File: src/rtl/neurosync_pkg.sv
// Shared types and constants for the NeuroSync host-side serial receiver.
package neurosync_pkg;

  typedef enum logic [3:0] {
    StIdle   = 4'd0,
    StStart  = 4'd1,
    StData   = 4'd2,
    StParity = 4'd3,
    StStop1  = 4'd4,
    StStop2  = 4'd5
  } rx_state_t;

  localparam int unsigned DATA_BITS = 7;
  localparam int unsigned STOP_BITS = 2;

  // Characters the host decoder looks for in the controller stream.
  localparam logic [DATA_BITS-1:0] ASCII_NUL     = 7'h00;
  localparam logic [DATA_BITS-1:0] ASCII_LF      = 7'h0A;
  localparam logic [DATA_BITS-1:0] ASCII_CR      = 7'h0D;
  localparam logic [DATA_BITS-1:0] ASCII_ZERO    = 7'h30;
  localparam logic [DATA_BITS-1:0] ASCII_UPPER_A = 7'h41;

  function automatic logic even_parity(input logic [DATA_BITS-1:0] d);
    return ^d;
  endfunction

endpackage

File: src/rtl/neurosync_rx_fifo.sv
// Small synchronous FIFO; Depth must be a power of two, at least 2.
module neurosync_rx_fifo #(
  parameter int unsigned Width = 7,
  parameter int unsigned Depth = 4
) (
  input  logic             clk_i,
  input  logic             rst_ni,
  input  logic             push_i,
  input  logic [Width-1:0] wdata_i,
  input  logic             pop_i,
  output logic [Width-1:0] rdata_o,
  output logic             full_o,
  output logic             empty_o
);

  localparam int unsigned AddrW = (Depth > 1) ? $clog2(Depth) : 1;

  logic [Width-1:0] mem_q [Depth];
  logic [AddrW-1:0] wr_ptr_q, rd_ptr_q;
  logic [AddrW:0]   count_q;
  logic             do_push, do_pop;

  assign empty_o = (count_q == '0);
  assign full_o  = (count_q == (AddrW+1)'(Depth));
  assign rdata_o = mem_q[rd_ptr_q];
  assign do_pop  = pop_i && !empty_o;
  // A full FIFO still takes a write when the head is leaving the same cycle.
  assign do_push = push_i && (!full_o || do_pop);

  always_ff @(posedge clk_i or negedge rst_ni) begin
    if (!rst_ni) begin
      wr_ptr_q <= '0;
      rd_ptr_q <= '0;
      count_q  <= '0;
      for (int i = 0; i < int'(Depth); i++) mem_q[i] <= '0;
    end else begin
      if (do_push) begin
        mem_q[wr_ptr_q] <= wdata_i;
        wr_ptr_q        <= wr_ptr_q + 1'b1;
      end
      if (do_pop) rd_ptr_q <= rd_ptr_q + 1'b1;
      count_q <= count_q + (AddrW+1)'(do_push) - (AddrW+1)'(do_pop);
    end
  end

endmodule

File: src/rtl/neurosync_serial_rx.sv
// 7E2 asynchronous receiver for the NeuroSync controller line, with a
// character FIFO and valid/ready output.
module neurosync_serial_rx
  import neurosync_pkg::*;
#(
  parameter int unsigned CLKS_PER_BIT = 434,
  parameter int unsigned FIFO_DEPTH   = 4
) (
  input  logic                 clock,
  input  logic                 reset,
  input  logic                 serial,
  input  logic                 ready,
  output logic [DATA_BITS-1:0] dado,
  output logic                 valid,
  output logic                 erro_paridade,
  output logic                 erro_stop,
  output logic                 overflow,
  output logic [3:0]           db_estado
);

  localparam int unsigned CntW = $clog2(CLKS_PER_BIT);
  localparam logic [CntW-1:0] HalfLast = CntW'(CLKS_PER_BIT / 2 - 1);
  localparam logic [CntW-1:0] BitLast  = CntW'(CLKS_PER_BIT - 1);

  logic                 sync_q, s, s_prev;
  rx_state_t            state_q;
  logic [CntW-1:0]      cnt_q;
  logic [2:0]           bit_q;
  logic [DATA_BITS-1:0] shift_q;
  logic                 par_err_q, stop_err_q;
  logic                 tick, stop_bad, push, pop, full, empty;

  always_ff @(posedge clock or negedge reset) begin
    if (!reset) begin
      sync_q <= 1'b1;
      s      <= 1'b1;
      s_prev <= 1'b1;
    end else begin
      sync_q <= serial;
      s      <= sync_q;
      s_prev <= s;
    end
  end

  always_comb begin
    tick     = (state_q == StStart) ? (cnt_q == HalfLast) : (cnt_q == BitLast);
    stop_bad = stop_err_q || !s;
    push     = (state_q == StStop2) && tick && !stop_bad && !par_err_q;
    pop      = valid && ready;
  end

  always_ff @(posedge clock or negedge reset) begin
    if (!reset) begin
      state_q       <= StIdle;
      cnt_q         <= '0;
      bit_q         <= '0;
      shift_q       <= '0;
      par_err_q     <= 1'b0;
      stop_err_q    <= 1'b0;
      erro_paridade <= 1'b0;
      erro_stop     <= 1'b0;
      overflow      <= 1'b0;
    end else begin
      erro_paridade <= 1'b0;
      erro_stop     <= 1'b0;
      overflow      <= push && full && !pop;
      cnt_q         <= cnt_q + 1'b1;
      unique case (state_q)
        StIdle: begin
          cnt_q <= '0;
          bit_q <= '0;
          if (s_prev && !s) state_q <= StStart;
        end
        StStart: if (tick) begin
          cnt_q   <= '0;
          state_q <= s ? StIdle : StData;
        end
        StData: if (tick) begin
          cnt_q   <= '0;
          shift_q <= {s, shift_q[DATA_BITS-1:1]};
          bit_q   <= bit_q + 1'b1;
          if (bit_q == 3'(DATA_BITS - 1)) state_q <= StParity;
        end
        StParity: if (tick) begin
          cnt_q     <= '0;
          par_err_q <= even_parity(shift_q) ^ s;
          state_q   <= StStop1;
        end
        StStop1: if (tick) begin
          cnt_q      <= '0;
          stop_err_q <= !s;
          state_q    <= StStop2;
        end
        StStop2: if (tick) begin
          // Stop error wins so that a bad frame raises exactly one pulse.
          erro_stop     <= stop_bad;
          erro_paridade <= !stop_bad && par_err_q;
          state_q       <= StIdle;
        end
        default: state_q <= StIdle;
      endcase
    end
  end

  neurosync_rx_fifo #(
    .Width(DATA_BITS),
    .Depth(FIFO_DEPTH)
  ) u_fifo (
    .clk_i  (clock),
    .rst_ni (reset),
    .push_i (push),
    .wdata_i(shift_q),
    .pop_i  (pop),
    .rdata_o(dado),
    .full_o (full),
    .empty_o(empty)
  );

  assign valid     = !empty;
  assign db_estado = state_q;

endmodule

File: config.mk
export PLATFORM = sky130hd
export DESIGN_NAME = neurosync_serial_rx
export DESIGN_NICKNAME = d
export VERILOG_FILES = /design/src/rtl/neurosync_pkg.sv /design/src/rtl/neurosync_rx_fifo.sv /design/src/rtl/neurosync_serial_rx.sv
export SDC_FILE = /design/constraint.sdc
export NUM_CORES = 1
export LEC_CHECK = 0
export CAP_MARGIN = 20
export CORE_MARGIN = 4
export CORE_UTILIZATION = 45
export DETAILED_ROUTE_END_ITERATION = 16
export PLACE_DENSITY = 0.75
export SYNTH_ARGS = -nofsm -noshare
export SYNTH_HDL_FRONTEND = slang
export SYNTH_SLANG_ARGS = --single-unit
File: constraint.sdc
create_clock -name clock -period 5.64 [get_ports clock]
set_clock_uncertainty 0.15 [all_clocks]
set_input_delay 1.41 -clock clock [delete_from_list [all_inputs] [get_ports clock]]
set_output_delay 1.41 -clock clock [all_outputs]
set_load 0.03 [all_outputs]
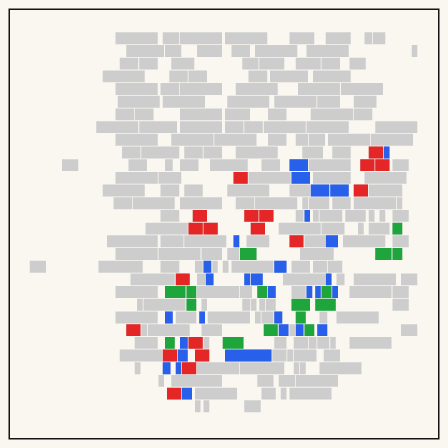
Run 1: gate families picked out
[green] AND and OR gates | cells: 16
[red] XOR/XNOR gates | cells: 19
[blue] NAND gates | cells: 30

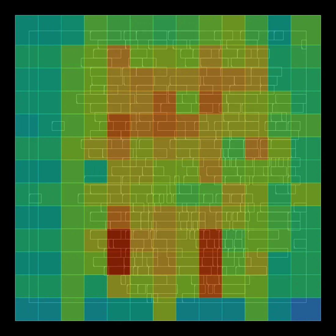
Run 1: track usage over the die
WL/cell: 15.47 um
met3 capacity usage during global routing: 4.840%
met1 usage: 20.20%

==> run summary, run 1 <==
status: finished, final reports clean
f_max: 0.2626 GHz
TritonRoute pass-1 iters: 4
CTS tree: done
r2r worst-path depth: 8
Die Height: 91.74 um
clock-pin slew on the worst setup and hold paths: 0.08 ns
CTS Buf Count: 9
H-Tree Depth: 3
OpenROAD warning count: 30
XOR/XNOR Area Share: 5.274%
Slew @ Worst Pin: 0.8042 ns
Floorplan Nets: 251
core region area: 6794 um^2
die area: 8416 um^2
number of global-route vias before repair: 1,910
Final Hold Viols: 0
# Cells Yosys: 237
MUX area fraction: 18.87%
r2r setup slk: 2.83 ns
Async S/R FF share, synth: 100.0%
ANT nets after route: 0
Commonest flop: dfrtp_1
PD cells: 301.3 nW/um^2
post-synthesis cell area: 3156 um^2
Via density: 5.209
number of enable flip-flop cells: 0
# clock sinks: 65
Worst Path Class, Setup: reg -> out
reg-to-reg endpoint: u_fifo.count_q[2]
via count: 1,870
Main logic family: multiplexers
final non-filler cell area: 3618 um^2
grt total ovfl: 0
CP required: 4.08 ns
share of post-route cells with drive strength above 1: 28.52%
Rel. slew slack: 46.39%
Worst Setup EP: dado[6]
Setup crit end kind: primary output
Synth flops: 65
die width: 91.74 um
Initial Utilization: 46.45%
Arr. time, crit path: 2.25 ns
fillcell total: 570
CTS Hold Bufs: 0
clk root buf: clkbuf_8
port bufs: 17
final setup TNS: 0 ns
leak pwr: 1.700 nW
HP Start: sync_q
Final Max Tran Viols: 0
clk ins delay skew pair: 0.34 ns
DPL Wire Length: 3722 um
# resized after CTS: 0
Max clock buf depth: 2
ant diodes: 0
final setup fails: 0
largest net degree at the start of global routing: 66
GRT Total Usage: 15.03%
Placed Area: 3391 um^2
I/O pin count: 19
chip area in the Yosys report: 3156 um^2
Post-CTS Setup Repair Bufs: 0
initial antenna violation count: 0
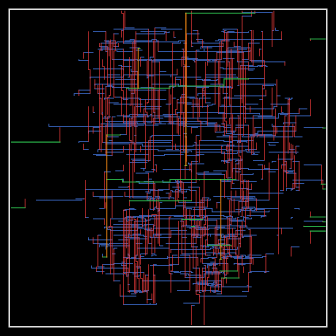
Run 1: metal layers overlaid
[red] met2 | wire length: 2,720 um
[green] met3 | wire length: 185 um
[orange] met4 | wire length: 114 um
[blue] met1 | wire length: 2,540 um

==> run 1: cell usage in the layout (no fill, tap or decap), types with 5 or more instances in the layout <==
cell / count
clkbuf_8: 10
mux2_4: 6
ha_1: 9
xnor2_1: 11
nor2_1: 14
xor2_1: 8
nand3_1: 8
mux2_2: 29
clkdlybuf4s50_1: 16
inv_1: 11
mux4_2: 7
dfrtp_1: 62
nand2_1: 10
o21ai_0: 5
and3_1: 5
==> run 1: critical path: stages, from the launching register on <==
cell and delay, ns:
dfrtp_1 0.70, mux4_2 0.59, clkdlybuf4s50_1 0.61
==> run 1: stage by stage <==
stage,instances,utilization (%),power [mW],setup WS (ns)
2_1_floorplan,237,-,0.6170,2.561
3_5_place_dp,343,49.91,0.6528,1.946
6_report,359,53.26,1.090,1.832
4_1_cts,359,53.26,1.103,1.776
5_1_grt,359,53.26,1.139,1.695
3_3_place_gp,343,49.91,0.6471,2.056
==> run 1: synth_stat cells, types with 2 or more instances <==
cell | count | area share (%)
clkbuf_8 | 2 | 0.87
inv_1 | 11 | 1.3
dfstp_2 | 3 | 2.5
nand3b_1 | 3 | 0.71
ha_1 | 9 | 3.6
nand2_4 | 4 | 1.4
mux2_2 | 29 | 10
xnor2_1 | 11 | 3.1
or4b_2 | 2 | 0.63
nand2_1 | 10 | 1.2
a2111oi_0 | 2 | 0.56
mux2_4 | 6 | 2.9
and4bb_2 | 2 | 0.79
and2_1 | 3 | 0.59
buf_4 | 2 | 0.48
nor3_1 | 2 | 0.32
o21ai_0 | 5 | 0.79
nor2_1 | 14 | 1.7
xor2_1 | 8 | 2.2
clkbuf_1 | 3 | 0.36
and3_1 | 5 | 0.99
nand4_1 | 3 | 0.59
mux4_2 | 7 | 5.0
dfrtp_1 | 62 | 49
nand3_1 | 8 | 1.3
==> run 1: final cells by class <==
type | count | area [um^2] | area share, %
repair buffers | 18 | 172.7 | 4.772
flip-flops and latches | 65 | 1630 | 45.06
multi-input cells | 153 | 1426 | 39.42
clock inverters | 6 | 90.09 | 2.490
inverters | 11 | 41.29 | 1.141
well taps | 96 | 120.1 | 3.319
clock buffers | 10 | 137.6 | 3.804
==> run 1: where the power goes <==
part	total [mW]	switching, mW	internal [mW]
Combinational	0.105	0.0449	0.0601
Sequential	0.535	0.0467	0.489
Clock	0.450	0.188	0.262
Total	1.09	0.279	0.811
==> run 1: state kept, by name, summed over array words and instances (netlist names) <==
signal and flops:
shift_q 7, u_fifo.count_q 3, db_estado 3, erro_paridade 1
s 1, u_fifo.rd_ptr_q 2, erro_stop 1, overflow 1
bit_q 3, cnt_q 9, par_err_q 1, sync_q 1
u_fifo.wr_ptr_q 2, stop_err_q 1, s_prev 1, u_fifo.mem_q 28
==> run 1: metal layers <==
metal	vias up	share of wire, %	wire length (um)	track usage [%]
li1	878	-	-	-
met1	949	46	2538	20.20
met2	34	49	2716	22.82
met3	9	3.3	185	4.840
met4	0	2.1	114	5.569
met5	-	0	0	0
==> run 1: kinds of logic after synthesis <==
kind of cell | after synthesis
XOR/XNOR | 19
AND-OR/OR-AND | 15
multiplexers | 44
adder cells (fa/ha/maj) | 10
other | 1
buffers and inverters | 19
AND/OR/NAND/NOR | 64
flip-flops | 65
Run 1, placement density heat map:
9 x 9 tiles, from white (low) to dark blue (high), 0 to 100% covered.
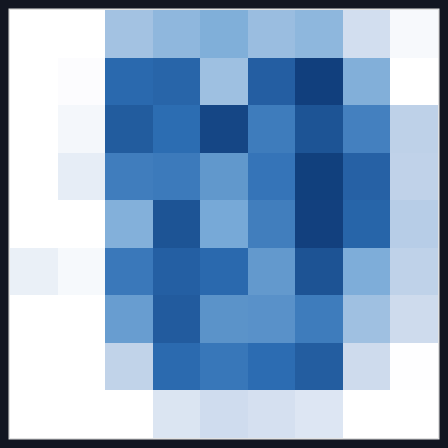

==> run 2: changes to the inputs <==
--- a/config.mk
+++ b/config.mk
@@ -9,7 +9,7 @@
 export CORE_MARGIN = 4
 export CORE_UTILIZATION = 45
 export DETAILED_ROUTE_END_ITERATION = 16
-export PLACE_DENSITY = 0.75
+export PLACE_DENSITY = 0.78
 export SYNTH_ARGS = -nofsm -noshare
 export SYNTH_HDL_FRONTEND = slang
 export SYNTH_SLANG_ARGS = --single-unit
==> constraint.sdc (replaced) <==
create_clock -name clock -period 3.5 [get_ports clock]
set_clock_uncertainty 0.15 [all_clocks]
set_input_delay 0.875 -clock clock [delete_from_list [all_inputs] [get_ports clock]]
set_output_delay 0.875 -clock clock [all_outputs]
set_load 0.03 [all_outputs]
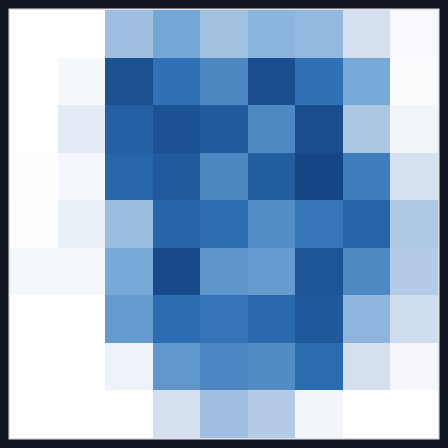
Run 2: placement density heat map
9 x 9 tiles, from white (low) to dark blue (high), 0 to 100% covered.
densest ninth of the die: middle
tiles over 75% full: 24%
mean over tiles: 41%
fullest tile: 91%
emptiest ninth of the die: bottom left
nearly empty tiles: 19%

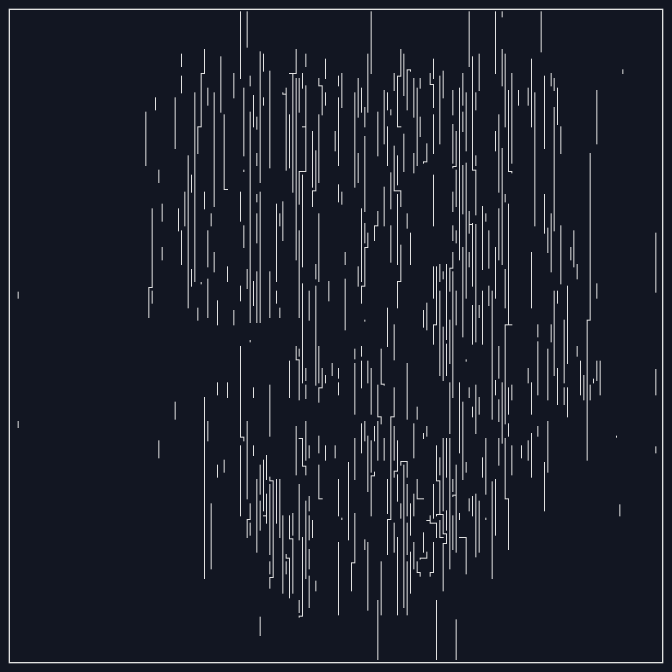
Run 2: the metal 2 layer
nets with wire on the layer: 237
share of all routed wire: 47%
main direction: vertical
longest straight run: 29.6 um
wire length on this layer: 2,490 um

==> run summary, run 2 <==
post-synthesis area per instance: 13.31 um^2 (unchanged)
# resized after CTS: 0 (unchanged)
simple share: 12.93% (unchanged)
Adder Area Share: 4.203% (unchanged)
Synth warnings: 0 (unchanged)
Dominant cell area share: 49.17% (unchanged)
I/O pin count: 19 (unchanged)
die area: 8416 um^2 (unchanged)
largest net degree at the start of global routing: 27 (was 66)
Top Layout Cells: dfrtp_1, mux2_2, clkdlybuf4s50_1 (unchanged)
Yosys cell types: 46 (unchanged)
ant diodes: 0 (unchanged)
Hold Crit Endpoint: s (unchanged)
Worst VDD drop: 201.6 uV (was 147.0 uV)
initial antenna violation count: 0 (unchanged)
clk root buf: clkbuf_8 (unchanged)
most instantiated cells after synthesis: dfrtp_1, mux2_2, nor2_1 (unchanged)
status: finished, final reports clean (unchanged)
CTS tree: done (unchanged)
MUX area fraction: 18.87% (unchanged)
Placed Area: 3398 um^2 (was 3391 um^2)
port bufs: 17 (unchanged)
Worst Path Class, Setup: reg -> out (unchanged)
Sequential Power Share: 51.9% (was 49.1%)
final setup TNS: 0 ns (unchanged)
Switching Share: 26.85% (was 25.63%)
Main logic family: multiplexers (unchanged)
post-synthesis cell area: 3156 um^2 (unchanged)
RSZ-0062 raised after global routing: false (unchanged)
Worst Hold Slack: 0.2060 ns (was 0.2059 ns)
count leader, synth: dfrtp_1 (unchanged)
Largest Register: u_fifo.mem_q (unchanged)
Initial Utilization: 46.45% (unchanged)
grt total ovfl: 0 (unchanged)
DR iter-0 viols: 65 (was 82)
OpenROAD warning count: 30 (unchanged)
# Cells Yosys: 237 (unchanged)
share of post-route cells with drive strength above 1: 28.79% (was 28.52%)
worst hold path type: reg -> reg (unchanged)
clk ins delay skew pair: 0.35 ns (was 0.34 ns)
biggest regs: u_fifo.mem_q (28), cnt_q (9), shift_q (7) (unchanged)
chip area in the Yosys report: 3156 um^2 (unchanged)
Commonest Layout Cell: dfrtp_1 (unchanged)
routability cong.: 0.8012 (was 0.7647)
reg-to-reg endpoint: u_fifo.count_q[2] (unchanged)
WL/cell: 14.68 um (was 15.47 um)
CP required: 2.47 ns (was 4.08 ns)
Final Max Tran Viols: 0 (unchanged)
Post-CTS Setup Repair Bufs: 0 (unchanged)
FF-to-FF Start: cnt_q[0] (unchanged)
largest area contributor in the netlist: dfrtp_1 (unchanged)
worst-path fanout max: 9 (unchanged)
Max clock buf depth: 2 (unchanged)
Async S/R FF share, synth: 100.0% (unchanged)
Cells after Synth: 237 (unchanged)
Pwr Total: 1.659 mW (was 1.090 mW)
final non-filler cell area: 3591 um^2 (was 3618 um^2)
Floorplan Nets: 251 (unchanged)
aoi share: 3.807% (unchanged)
Slew @ Worst Pin: 0.5914 ns (was 0.8042 ns)
number of enable flip-flop cells: 0 (unchanged)
H-Tree Depth: 3 (unchanged)
f_max: 0.3061 GHz
Switch Pwr: 445.4 uW (was 279.5 uW)
Die Height: 91.74 um (unchanged)
core region area: 6794 um^2 (unchanged)
CTS Buf Count: 9 (unchanged)
Final nets: 273 (was 272)
DPL Wire Length: 3693 um (was 3722 um)
final setup fails: 0 (unchanged)
Tmin final: 3.267 ns
area growth from synthesis to layout: 13.80% (was 14.67%)
Rel. slew slack: 60.45% (was 46.39%)
HP Start: sync_q (unchanged)
leak pwr: 1.688 nW (was 1.700 nW)
startpoint types: flip-flop (unchanged)
clock-pin slew on the worst setup and hold paths: 0.08 ns (about the same)
post-layout period usage of the worst path: 93.35%
Synth flops: 65 (unchanged)
Residual DRC: 0 (unchanged)
number of global-route vias before repair: 1,940 (was 1,910)
Comb pwr share: 10.4% (was 9.6%)
r2r setup slk: 0.72 ns (was 2.83 ns)
hold path cells: 0 (unchanged)
XOR/XNOR Area Share: 5.274% (unchanged)
GRT Total Usage: 14.33% (was 15.03%)
ANT nets after route: 0 (unchanged)
Setup crit end kind: primary output (unchanged)
CTS Hold Bufs: 0 (unchanged)
PD cells: 461.9 nW/um^2 (was 301.3 nW/um^2)
Max-cap violations: 0 (unchanged)
Arr. time, crit path: 2.24 ns (was 2.25 ns)
row cnt: 30 (unchanged)
final wirelength: 5283 um (was 5554 um)
# clock sinks: 65 (unchanged)
Commonest flop: dfrtp_1 (unchanged)
clock share of power: 37.7% (was 41.3%)
TritonRoute pass-1 iters: 4 (unchanged)
sequential share of the synthesized area: 51.67% (unchanged)
r2r worst-path depth: 8 (unchanged)
first-pass GRT wire length: 9425 um (was 9763 um)
Synth area leaders: dfrtp_1, mux2_2, mux4_2 (unchanged)
max FFs per register: 28 (unchanged)
via count: 1,881 (was 1,870)
Int Pwr: 1.213 mW (was 810.9 uW)
Via density: 5.225 (was 5.209)
Final Hold Viols: 0 (unchanged)
die width: 91.74 um (unchanged)
run 2: cell types whose count changed in the layout (fill, tap and decap cells not counted), sizes merged:
cell / delta
clkinv: +1
bufinv: -1
buf: +1
clkbuf: -1
clkinvlp: +1
run 2: worst max path at each step:
stage | endpoint | cells after the start | from
after global routing | dado[6] | 2 | u_fifo.rd_ptr_q[0]
final | dado[6] | 2 | u_fifo.rd_ptr_q[0]
after floorplan | u_fifo.count_q[2] | 8 | db_estado[2]
after CTS | dado[6] | 2 | u_fifo.rd_ptr_q[0]
after detailed placement | u_fifo.count_q[2] | 9 | ready
after global placement | u_fifo.mem_q[2] | 6 | ready
run 2: routing by layer:
| layer | vias up | part of all wire (%) | track usage (%) |
|---|---|---|---|
| li1 | 883 | - | - |
| met1 | 960 | 47 | 19.51 |
| met2 | 26 | 47 | 20.88 |
| met3 | 12 | 3.5 | 4.266 |
| met4 | 0 | 2.6 | 7.054 |
| met5 | - | 0 | 0 |
run 2: power groups by stage:
stage / sequential [mW] / combinational [mW] / clock [mW]
floorplan: 0.822 / 0.173 / 0
global placement: 0.877 / 0.167 / 0
detailed placement: 0.882 / 0.176 / 0
CTS: 0.868 / 0.178 / 0.638
global route: 0.872 / 0.198 / 0.673
finish: 0.861 / 0.173 / 0.625
run 2: final cells by class:
cell class	count	area, um^2
clock buffers	9	123.9
clock inverters	7	68.82
fillers	580	3203
well taps	96	120.1
flip-flops and latches	65	1630
multi-input cells	153	1426
inverters	11	41.29
repair buffers	19	180.2
run 2: cell families after synthesis:
kind of cell    Yosys count
flops                    65
simple gates             64
mux                      44
xor+xnor                 19
buf+inv                  19
compound gates           15
fa+ha+maj                10
other cells               1
run 2: per-stage QoR:
step	setup WS, ns	utilization [%]	cells
after detailed placement	0.4241	50.02	344
after floorplan	0.7795	-	237
after global placement	0.4897	50.02	344
after CTS	0.1433	52.85	360
after global routing	0.1023	52.85	360
final	0.2327	52.85	360
run 2: worst max-delay path, cell delays in order (launching register included):
cell and delay (ns):
dfrtp_1 0.68, mux4_2 0.59, clkdlybuf4s50_1 0.62
Power and IR drop assume default switching activity.
